$ cat config.mk
export PLATFORM = sky130hd
export DESIGN_NAME = move_scan_sequencer_flat
export DESIGN_NICKNAME = d
export VERILOG_FILES = /design/src/rtl/move_scan_sequencer_pkg.sv /design/src/rtl/move_scan_sequencer_if.sv /design/src/rtl/move_scan_sequencer_alive_piece_picker.sv /design/src/rtl/move_scan_sequencer.sv /design/src/flat_wrapper.sv
export SDC_FILE = /design/constraint.sdc
export NUM_CORES = 1
export LEC_CHECK = 0
export ABC_CLOCK_PERIOD_IN_PS = 2100
export CELL_PAD_IN_SITES_DETAIL_PLACEMENT = 1
export CELL_PAD_IN_SITES_GLOBAL_PLACEMENT = 2
export CORE_MARGIN = 10
export CORE_UTILIZATION = 25
export DETAILED_ROUTE_END_ITERATION = 10
export PLACE_DENSITY_LB_ADDON = 0.1
export SYNTH_ARGS = -nofsm -noshare
export SYNTH_HDL_FRONTEND = slang
export SYNTH_SLANG_ARGS = --single-unit
$ cat constraint.sdc
create_clock -name clk -period 2.1 [get_ports clk]
set_input_delay 0.315 -clock clk [delete_from_list [all_inputs] [get_ports clk]]
set_output_delay 0.315 -clock clk [all_outputs]
set_load 0.01 [all_outputs]
$ cat src/rtl/move_scan_sequencer_pkg.sv
// Shared constants, piece ids and state encoding for the root-level move-scan sequencer.
package move_scan_sequencer_pkg;

    localparam int HEUR_WIDTH  = 10;
    localparam int SCORE_W     = HEUR_WIDTH + 1;
    localparam int NUM_PIECES  = 16;
    localparam int MOVE_W      = 6;
    localparam int GEN_TIMEOUT = 255;
    localparam int CNT_W       = 8;

    localparam logic WHITE = 1'b1;
    localparam logic BLACK = 1'b0;

    // Piece ids for one side, lowest id is scanned first.
    localparam logic [3:0] PIECE_K1 = 4'd0;
    localparam logic [3:0] PIECE_Q1 = 4'd1;
    localparam logic [3:0] PIECE_R1 = 4'd2;
    localparam logic [3:0] PIECE_R2 = 4'd3;
    localparam logic [3:0] PIECE_B1 = 4'd4;
    localparam logic [3:0] PIECE_B2 = 4'd5;
    localparam logic [3:0] PIECE_N1 = 4'd6;
    localparam logic [3:0] PIECE_N2 = 4'd7;
    localparam logic [3:0] PIECE_P8 = 4'd8;
    localparam logic [3:0] PIECE_P7 = 4'd9;
    localparam logic [3:0] PIECE_P6 = 4'd10;
    localparam logic [3:0] PIECE_P5 = 4'd11;
    localparam logic [3:0] PIECE_P4 = 4'd12;
    localparam logic [3:0] PIECE_P3 = 4'd13;
    localparam logic [3:0] PIECE_P2 = 4'd14;
    localparam logic [3:0] PIECE_P1 = 4'd15;

    localparam logic signed [SCORE_W-1:0] SCORE_MIN = 11'b10000000001;

    typedef enum logic [2:0] {
        ST_IDLE,
        ST_SELECT,
        ST_REQUEST,
        ST_WAIT_GEN,
        ST_EVAL,
        ST_NEXT,
        ST_DONE
    } seq_state_t;

    // Strict compare so the first-seen candidate keeps the slot on ties.
    function automatic logic score_beats(input logic signed [SCORE_W-1:0] cand,
                                         input logic signed [SCORE_W-1:0] best);
        return cand > best;
    endfunction

endpackage

$ cat src/rtl/move_scan_sequencer_if.sv
// Control, move-generator and evaluator signals of the move-scan sequencer, bundled as one bus.
interface move_scan_sequencer_if;
    import move_scan_sequencer_pkg::*;

    logic                        en;
    logic                        pl;
    logic [NUM_PIECES-1:0]       alive_vec;
    logic                        gen_req;
    logic [3:0]                  gen_piece;
    logic                        gen_ready;
    logic [MOVE_W-1:0]           gen_move;
    logic                        end_moves;
    logic                        gen_hold;
    logic                        eval_valid;
    logic [3:0]                  eval_piece;
    logic [MOVE_W-1:0]           eval_move;
    logic                        eval_ack;
    logic signed [SCORE_W-1:0]   eval_score;
    logic [3:0]                  best_piece;
    logic [MOVE_W-1:0]           best_move;
    logic signed [SCORE_W-1:0]   best_score;
    logic                        no_move;
    logic                        timeout_err;
    logic                        busy;
    logic                        done;
    logic                        side;

    modport master (
        input  en, pl, alive_vec, gen_ready, gen_move, end_moves, eval_ack, eval_score,
        output gen_req, gen_piece, gen_hold, eval_valid, eval_piece, eval_move,
               best_piece, best_move, best_score, no_move, timeout_err, busy, done, side
    );

    modport slave (
        output en, pl, alive_vec, gen_ready, gen_move, end_moves, eval_ack, eval_score,
        input  gen_req, gen_piece, gen_hold, eval_valid, eval_piece, eval_move,
               best_piece, best_move, best_score, no_move, timeout_err, busy, done, side
    );

endinterface

$ cat src/rtl/move_scan_sequencer_alive_piece_picker.sv
// Priority encoder returning the lowest set bit of the remaining-piece mask.
module move_scan_sequencer_alive_piece_picker
    import move_scan_sequencer_pkg::*;
(
    input  logic [NUM_PIECES-1:0] mask,
    output logic                  found,
    output logic [3:0]            id
);

    // Scanning downward lets the lowest set bit overwrite any higher one.
    always_comb begin
        found = |mask;
        id    = '0;
        for (int i = NUM_PIECES - 1; i >= 0; i--) begin
            if (mask[i]) begin
                id = 4'(i);
            end
        end
    end

endmodule

$ cat src/rtl/move_scan_sequencer.sv
// Root move-search controller: walks alive pieces, streams each candidate to the evaluator
// and keeps the best-scoring (piece, move) for the AI_Engine FSM.
module move_scan_sequencer
    import move_scan_sequencer_pkg::*;
(
    input  logic                  clk,
    input  logic                  RST,
    move_scan_sequencer_if.master bus
);

    seq_state_t                state;
    seq_state_t                next_state;
    logic [NUM_PIECES-1:0]     mask;
    logic [3:0]                cur_id;
    logic [CNT_W-1:0]          wait_cnt;
    logic [MOVE_W-1:0]         cand_move;
    logic                      last_flag;
    logic                      req_pending;
    logic                      cand_seen;
    logic [3:0]                best_piece;
    logic [MOVE_W-1:0]         best_move;
    logic signed [SCORE_W-1:0] best_score;
    logic                      no_move;
    logic                      timeout_err;
    logic                      busy;
    logic                      done;
    logic                      side;
    logic                      pick_found;
    logic [3:0]                pick_id;
    logic                      wait_expired;
    logic                      gen_req;
    logic                      gen_hold;
    logic                      eval_valid;

    move_scan_sequencer_alive_piece_picker u_picker (
        .mask  (mask),
        .found (pick_found),
        .id    (pick_id)
    );

    assign wait_expired = (wait_cnt == CNT_W'(GEN_TIMEOUT));

    always_comb begin
        next_state = state;
        gen_req    = 1'b0;
        gen_hold   = 1'b0;
        eval_valid = 1'b0;
        case (state)
            ST_IDLE: begin
                if (bus.en) next_state = ST_SELECT;
            end
            ST_SELECT: begin
                next_state = pick_found ? ST_REQUEST : ST_DONE;
            end
            ST_REQUEST: begin
                gen_req    = 1'b1;
                next_state = ST_WAIT_GEN;
            end
            ST_WAIT_GEN: begin
                gen_req = req_pending;
                if (bus.gen_ready) begin
                    next_state = ST_EVAL;
                end else if (bus.end_moves || wait_expired) begin
                    next_state = ST_NEXT;
                end
            end
            ST_EVAL: begin
                gen_hold   = 1'b1;
                eval_valid = 1'b1;
                if (bus.eval_ack) next_state = last_flag ? ST_NEXT : ST_WAIT_GEN;
            end
            ST_NEXT:  next_state = ST_SELECT;
            ST_DONE:  next_state = ST_IDLE;
            default:  next_state = ST_IDLE;
        endcase
    end

    always_ff @(posedge clk) begin
        if (RST) begin
            state       <= ST_IDLE;
            mask        <= '0;
            cur_id      <= '0;
            wait_cnt    <= '0;
            cand_move   <= '0;
            last_flag   <= 1'b0;
            req_pending <= 1'b0;
            cand_seen   <= 1'b0;
            best_piece  <= '0;
            best_move   <= '0;
            best_score  <= '0;
            no_move     <= 1'b0;
            timeout_err <= 1'b0;
            busy        <= 1'b0;
            done        <= 1'b0;
            side        <= 1'b0;
        end else begin
            state <= next_state;
            done  <= 1'b0;
            case (state)
                ST_IDLE: begin
                    if (bus.en) begin
                        side        <= bus.pl;
                        mask        <= bus.alive_vec;
                        best_score  <= SCORE_MIN;
                        best_piece  <= '0;
                        best_move   <= '0;
                        cand_seen   <= 1'b0;
                        timeout_err <= 1'b0;
                        no_move     <= 1'b0;
                        busy        <= 1'b1;
                    end
                end
                ST_SELECT: begin
                    if (pick_found) cur_id <= pick_id;
                end
                ST_REQUEST: begin
                    wait_cnt    <= '0;
                    req_pending <= 1'b1;
                end
                // A response ends the request phase; silence only counts toward abandoning the piece.
                ST_WAIT_GEN: begin
                    if (bus.gen_ready) begin
                        cand_move   <= bus.gen_move;
                        last_flag   <= bus.end_moves;
                        req_pending <= 1'b0;
                    end else if (bus.end_moves) begin
                        req_pending <= 1'b0;
                    end else if (wait_expired) begin
                        timeout_err <= 1'b1;
                        req_pending <= 1'b0;
                    end else begin
                        wait_cnt <= wait_cnt + CNT_W'(1);
                    end
                end
                ST_EVAL: begin
                    if (bus.eval_ack) begin
                        if (score_beats(bus.eval_score, best_score)) begin
                            best_score <= bus.eval_score;
                            best_piece <= cur_id;
                            best_move  <= cand_move;
                        end
                        cand_seen <= 1'b1;
                        wait_cnt  <= '0;
                    end
                end
                ST_NEXT: begin
                    mask[cur_id] <= 1'b0;
                end
                ST_DONE: begin
                    done    <= 1'b1;
                    busy    <= 1'b0;
                    no_move <= ~cand_seen;
                end
                default: ;
            endcase
        end
    end

    assign bus.gen_req     = gen_req;
    assign bus.gen_piece   = cur_id;
    assign bus.gen_hold    = gen_hold;
    assign bus.eval_valid  = eval_valid;
    assign bus.eval_piece  = cur_id;
    assign bus.eval_move   = cand_move;
    assign bus.best_piece  = best_piece;
    assign bus.best_move   = best_move;
    assign bus.best_score  = best_score;
    assign bus.no_move     = no_move;
    assign bus.timeout_err = timeout_err;
    assign bus.busy        = busy;
    assign bus.done        = done;
    assign bus.side        = side;

endmodule

$ cat src/flat_wrapper.sv
// flat-port wrapper written by rule: the top's interface ports become plain ports
module move_scan_sequencer_flat import move_scan_sequencer_pkg::*;
  (clk, RST, bus_en, bus_pl, bus_alive_vec, bus_gen_ready, bus_gen_move, bus_end_moves, bus_eval_ack, bus_eval_score, bus_gen_req, bus_gen_piece, bus_gen_hold, bus_eval_valid, bus_eval_piece, bus_eval_move, bus_best_piece, bus_best_move, bus_best_score, bus_no_move, bus_timeout_err, bus_busy, bus_done, bus_side);
  move_scan_sequencer_if bus_i ();
  input  logic clk;
  input  logic RST;
  input wire logic [$bits(bus_i.en)-1:0] bus_en;
  input wire logic [$bits(bus_i.pl)-1:0] bus_pl;
  input wire logic [$bits(bus_i.alive_vec)-1:0] bus_alive_vec;
  input wire logic [$bits(bus_i.gen_ready)-1:0] bus_gen_ready;
  input wire logic [$bits(bus_i.gen_move)-1:0] bus_gen_move;
  input wire logic [$bits(bus_i.end_moves)-1:0] bus_end_moves;
  input wire logic [$bits(bus_i.eval_ack)-1:0] bus_eval_ack;
  input wire logic [$bits(bus_i.eval_score)-1:0] bus_eval_score;
  output wire logic [$bits(bus_i.gen_req)-1:0] bus_gen_req;
  output wire logic [$bits(bus_i.gen_piece)-1:0] bus_gen_piece;
  output wire logic [$bits(bus_i.gen_hold)-1:0] bus_gen_hold;
  output wire logic [$bits(bus_i.eval_valid)-1:0] bus_eval_valid;
  output wire logic [$bits(bus_i.eval_piece)-1:0] bus_eval_piece;
  output wire logic [$bits(bus_i.eval_move)-1:0] bus_eval_move;
  output wire logic [$bits(bus_i.best_piece)-1:0] bus_best_piece;
  output wire logic [$bits(bus_i.best_move)-1:0] bus_best_move;
  output wire logic [$bits(bus_i.best_score)-1:0] bus_best_score;
  output wire logic [$bits(bus_i.no_move)-1:0] bus_no_move;
  output wire logic [$bits(bus_i.timeout_err)-1:0] bus_timeout_err;
  output wire logic [$bits(bus_i.busy)-1:0] bus_busy;
  output wire logic [$bits(bus_i.done)-1:0] bus_done;
  output wire logic [$bits(bus_i.side)-1:0] bus_side;
  assign bus_i.en = bus_en;
  assign bus_i.pl = bus_pl;
  assign bus_i.alive_vec = bus_alive_vec;
  assign bus_i.gen_ready = bus_gen_ready;
  assign bus_i.gen_move = bus_gen_move;
  assign bus_i.end_moves = bus_end_moves;
  assign bus_i.eval_ack = bus_eval_ack;
  assign bus_i.eval_score = bus_eval_score;
  assign bus_gen_req = bus_i.gen_req;
  assign bus_gen_piece = bus_i.gen_piece;
  assign bus_gen_hold = bus_i.gen_hold;
  assign bus_eval_valid = bus_i.eval_valid;
  assign bus_eval_piece = bus_i.eval_piece;
  assign bus_eval_move = bus_i.eval_move;
  assign bus_best_piece = bus_i.best_piece;
  assign bus_best_move = bus_i.best_move;
  assign bus_best_score = bus_i.best_score;
  assign bus_no_move = bus_i.no_move;
  assign bus_timeout_err = bus_i.timeout_err;
  assign bus_busy = bus_i.busy;
  assign bus_done = bus_i.done;
  assign bus_side = bus_i.side;
  move_scan_sequencer u_core (.clk(clk), .RST(RST), .bus(bus_i));
endmodule
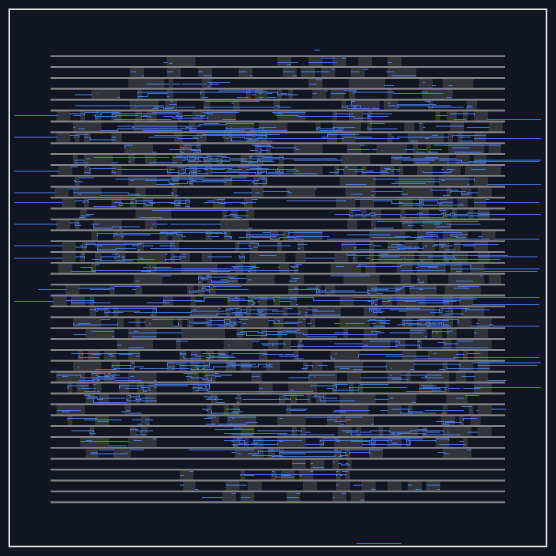
Fig. 1. The metal 1 layer (run 1).
Scale: 4 px per um. Supply wires on this layer in gray. Cells faint in the background.
share of all routed wire: 47%
nets with wire on the layer: 530
main direction: horizontal

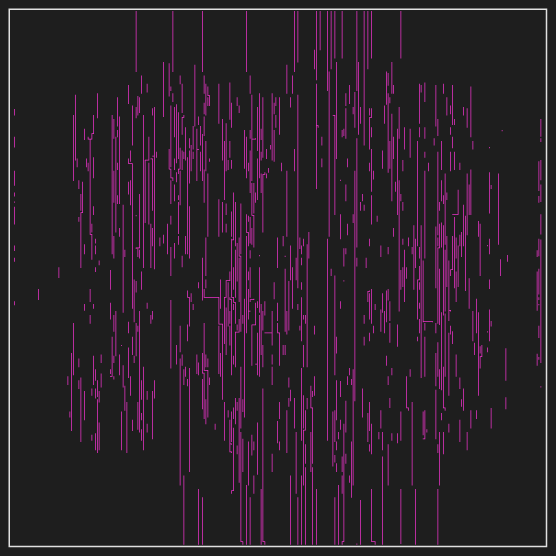
Fig. 2. Metal 2 (run 1).
Scale: 4 px per um.
main direction: vertical
wire length on this layer: 5,300 um
share of all routed wire: 48%
via count: 3,259
final routed wirelength across all metal layers: 11,100 um
met2 layer usage reported by global route: 20.7%

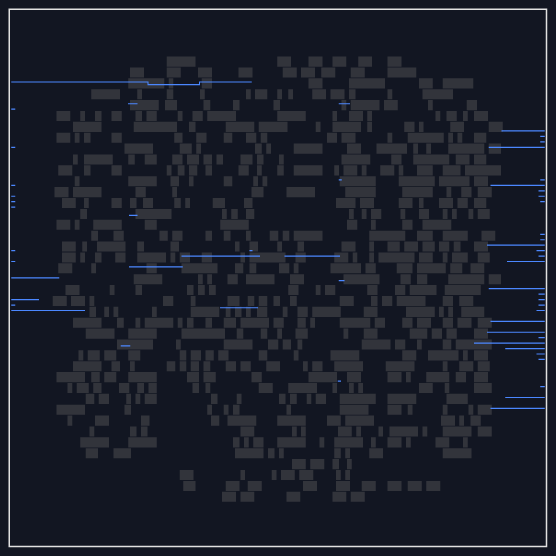
Fig. 3. Metal 3 (run 1).
Scale: 4 px per um. Cells faint in the background.
wire length on this layer: 343 um
nets with wire on the layer: 45
met3 Usage GRT: 2.61%

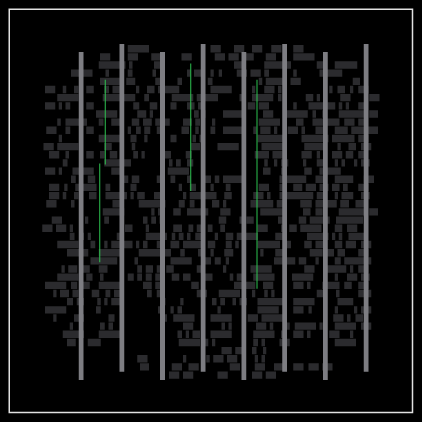
Fig. 4. Met4 routing (run 1).
Scale: 3 px per um. Supply wires on this layer in gray. Cells faint in the background.
longest straight run: 69.4 um
wire length on this layer: 172 um
nets with wire on the layer: 2
main direction: vertical
share of all routed wire: 1.6%

==> notes.md, run 1 <==
Results of the run.

The run finished, with violations left. The final reports fail on negative setup slack. The count of library flops with an enable pin is 0.

Signal nets in the final route climb as high as met4. No sink is reached through more buffers than the 2 on the longest clock path. The netlist uses 49 different library cells. In this build the clock could be raised as far as 467 MHz. The post-DP HPWL is between 8000 and 9000 um. The synthesized area divided by synthesized cell count is around 8.1 sq um.

The number of standard cells reported by yosys is 401. The commonest register cell after synthesis is dfxtp_1. For reference, compound AND-OR and OR-AND cells occupy around 18% of the area reported after synthesis.

The fraction of synthesized cell area in xor and xnor cells is 1.62%. After layout, the setup clock skew is reported as 0.00289 ns. The number of hold violations in the final report is 0. The number of flip-flops and latches is 66. Pin placement for this block handled around 83 I/O pins.

On the worst setup and hold paths after CTS, the clock-pin slew comes to 0.06 ns. Sorting the synthesized cells by area gives the leading types as dfxtp_1 (41%), nand2_1 (9.8%), a21oi_1 (6.5%), mux2i_1 (6.5%), ha_1 (4.6%). The amount of wire on met2 after detailed routing is 5300 um. Global routing used 12.4% of the available tracks across all layers.

The share of the core filled by cells before placement is between 20% and 30%. The net count of the finished layout is 568. The data required time of the worst path is 2.32 ns. In the post-route analysis, the smallest setup slack over all paths is -0.0435 ns. According to the floorplan report, the total die area is 17,900 sq um.

The data arrival time of the critical path is 2.37 ns. The via density per instance is about 4.7. Row generation in the floorplan step produced a little over 40 rows. Of all the cell area in the finished design, the clock network holds 6.29%.

The register cell area after layout is between 1000 and 1500 sq um. The internal reg-to-reg setup slack is -0.04 ns. The final number of setup-violating endpoints is 8. Among logic cells in the layout, the one with the most instances is nand2_1. The number of antenna diodes in the final layout is 0. The root buffer cell is clkbuf_16. The hold slack is roughly 0.28 ns. Of all flip-flops after synthesis, the portion carrying an async set or reset was 0%. Per the final layout report, the fraction of cells sized above drive strength 1 comes to between 20% and 30%.

The peak-usage layer in the global routing report is met2. The via count of the first global-routing pass is 3,495. The cell repeated most along the worst path is a211oi_4.
==> run 1: cells by family (layout without fill, tap and decap cells) <==
group	Yosys count	in the layout
buffers and inverters	44	164
AOI/OAI and AO/OA	90	90
and+or+nand+nor	162	162
muxes	21	21
xor gates and xnor gates	6	6
adders and majority gates	12	12
DFF	66	66
==> run 1: state kept, by name, indices dropped and copies added (netlist names), 3 cells and up <==
name / count
u_core.bus.best_move: 6
u_core.bus.best_piece: 4
u_core.bus.best_score: 11
u_core.bus.eval_move: 6
u_core.bus.eval_piece: 4
u_core.mask: 16
u_core.state: 3
u_core.wait_cnt: 8
==> run 1: where the power goes <==
part | internal, mW | total (mW) | leakage (nW) | switching (mW)
combinational | 0.633 | 1.28 | 1.25 | 0.643
clock | 1.07 | 1.61 | 0.156 | 0.548
sequential | 1.35 | 1.47 | 0.540 | 0.117
Fig. 5: run 1, routing congestion map
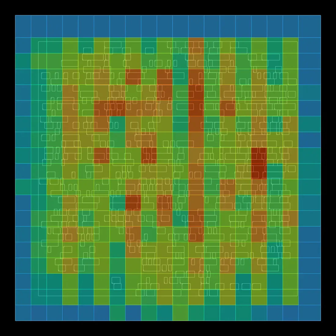

--- run 2 (diff from run 1) ---
--- a/config.mk
+++ b/config.mk
@@ -11,6 +11,7 @@
 export CORE_MARGIN = 10
 export CORE_UTILIZATION = 25
 export DETAILED_ROUTE_END_ITERATION = 10
+export GPL_TIMING_DRIVEN = 0
 export PLACE_DENSITY_LB_ADDON = 0.1
 export SYNTH_ARGS = -nofsm -noshare
 export SYNTH_HDL_FRONTEND = slang
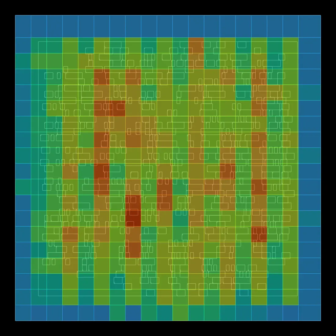
Fig. 6. Routing congestion map (run 2).
Util after Layout: 38.9%
met1 capacity usage during global routing: 15.3%
GR peak layer: met2
met2 layer usage reported by global route: 21.1%
global-route usage over all layers: 12.6%

==> run 2 against run 1 <==
Effect of this change: sequential power about the same; critical endpoint is now u_core.bus.best_piece[1]$_SDFFE_PP0P_; the flow now finishes without violations; cell area fell by 3.1%; routed wire length increased by 1.1%.
==> notes.md, run 2 <==
Results of the run.

For this run, the script counts the antenna cells in the layout as 0. The internal reg-to-reg setup slack is between 0.006 and 0.007 ns. The row count is 41. The register cell area after layout is 1330 sq um. The die area is between 15,000 and 20,000 sq um.

The timing-limited maximum frequency is 478 MHz. More flip-flops sit in one register than any other, and that register is u_core.mask. The root buffer cell is clkbuf_16. The power dissipated in combinational cells is 1.21 mW.

The largest registers in the layout are u_core.mask: 16 flops, u_core.bus.best_score: 11 flops, u_core.wait_cnt: 8 flops. The number of hold violations in the final report is 0. The share of total power in the clock network is 37.3%.

The commonest register cell after synthesis is dfxtp_1. The via count of the first global-routing pass came to 3,431. Cells with a size suffix above 1 make up 15.4% of the layout. The number of flip-flops under the largest register name is 16. The number of I/O pins is slightly above 80. The worst path meets setup with between 0.006 and 0.007 ns of slack. The clock transition at the register clock pins on the worst setup and hold paths after CTS is 0.05 ns.

The netlist uses roughly 50 different library cells. The net count of the finished layout is 561. In this run, power in the clock network comes to 1.60 mW. Data on the critical path arrives at its endpoint at 2.32 ns.

No sink is reached through more buffers than the 2 on the longest clock path. Of all the cell area in the finished design, the clock network holds 6.45%. According to the timing report, the data required time at the worst endpoint equals 2.32 ns. The synthesized netlist devotes 17.6% of its cell area to compound gates. The hold slack is 0.394 ns.

The most common logic cell in the routed design is nand2_1. The combinational cell fraction of total power is around 28%. The share of flip-flops with an asynchronous set or reset after synthesis is 0%. The fraction of synthesized cell area in xor and xnor cells is 1.62%.

The flow ran to the end, and the final reports show no timing, DRC or antenna violations. Ranked by power, first place goes to clock. The synthesized area divided by synthesized cell count is approximately 8.1 sq um.

Per the finish-stage timing summary, setup violations number 0. The worst clock skew on the final layout is between 0.007 and 0.008 ns. The post-DP HPWL is roughly 8300 um. The share of the core filled by cells before placement is between 20% and 30%. The number of standard cells reported by yosys is 401. In the post-synthesis netlist, the biggest area contributors are dfxtp_1 (41%), nand2_1 (9.8%), a21oi_1 (6.5%), mux2i_1 (6.5%), ha_1 (4.6%). After detailed routing, the number of vias per cell comes to ~4.7. The sequential logic power is 1.47 mW.
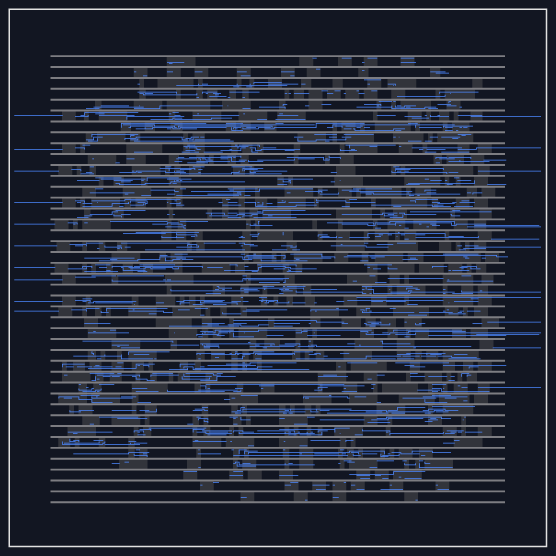
Fig. 7. The metal 1 layer (run 2).
Scale: 4 px per um. Supply wires on this layer in gray. Cells faint in the background.
nets with wire on the layer: 515
longest straight run: 46.0 um
final routed wirelength across all metal layers: 11,200 um
via count: 3,216

## run 2: per-stage QoR
stage               power (mW)  std cells  area (sq um)  setup TNS (ns)  util, %
floorplan                 2.13        401          3250               0        -
global placement          2.56        655          4280          -14.12     33.8
detailed placement        2.57        655          4280          -14.83     33.8
CTS                       4.30        683          4860               0     38.4
global route              4.53        686          4930           -2.20     38.9
finish                    4.28        686          4930               0     38.9
## run 2: kinds of logic after synthesis
kind of cell / Yosys count
buf+inv: 44
mux: 21
xor+xnor: 6
fa+ha+maj: 12
compound gates: 90
flops: 66
simple gates: 162
## run 2: metal layers
metal  vias up  global-route usage, %  wire length [um]
met4         0                   4.72               169
met2        59                   21.1              5300
met5         -                      0                 0
li1       1623                      -                 -
met3        13                   2.95               428
met1      1521                   15.3              5300
No activity file was given, so power comes from the tool's default toggle rates.
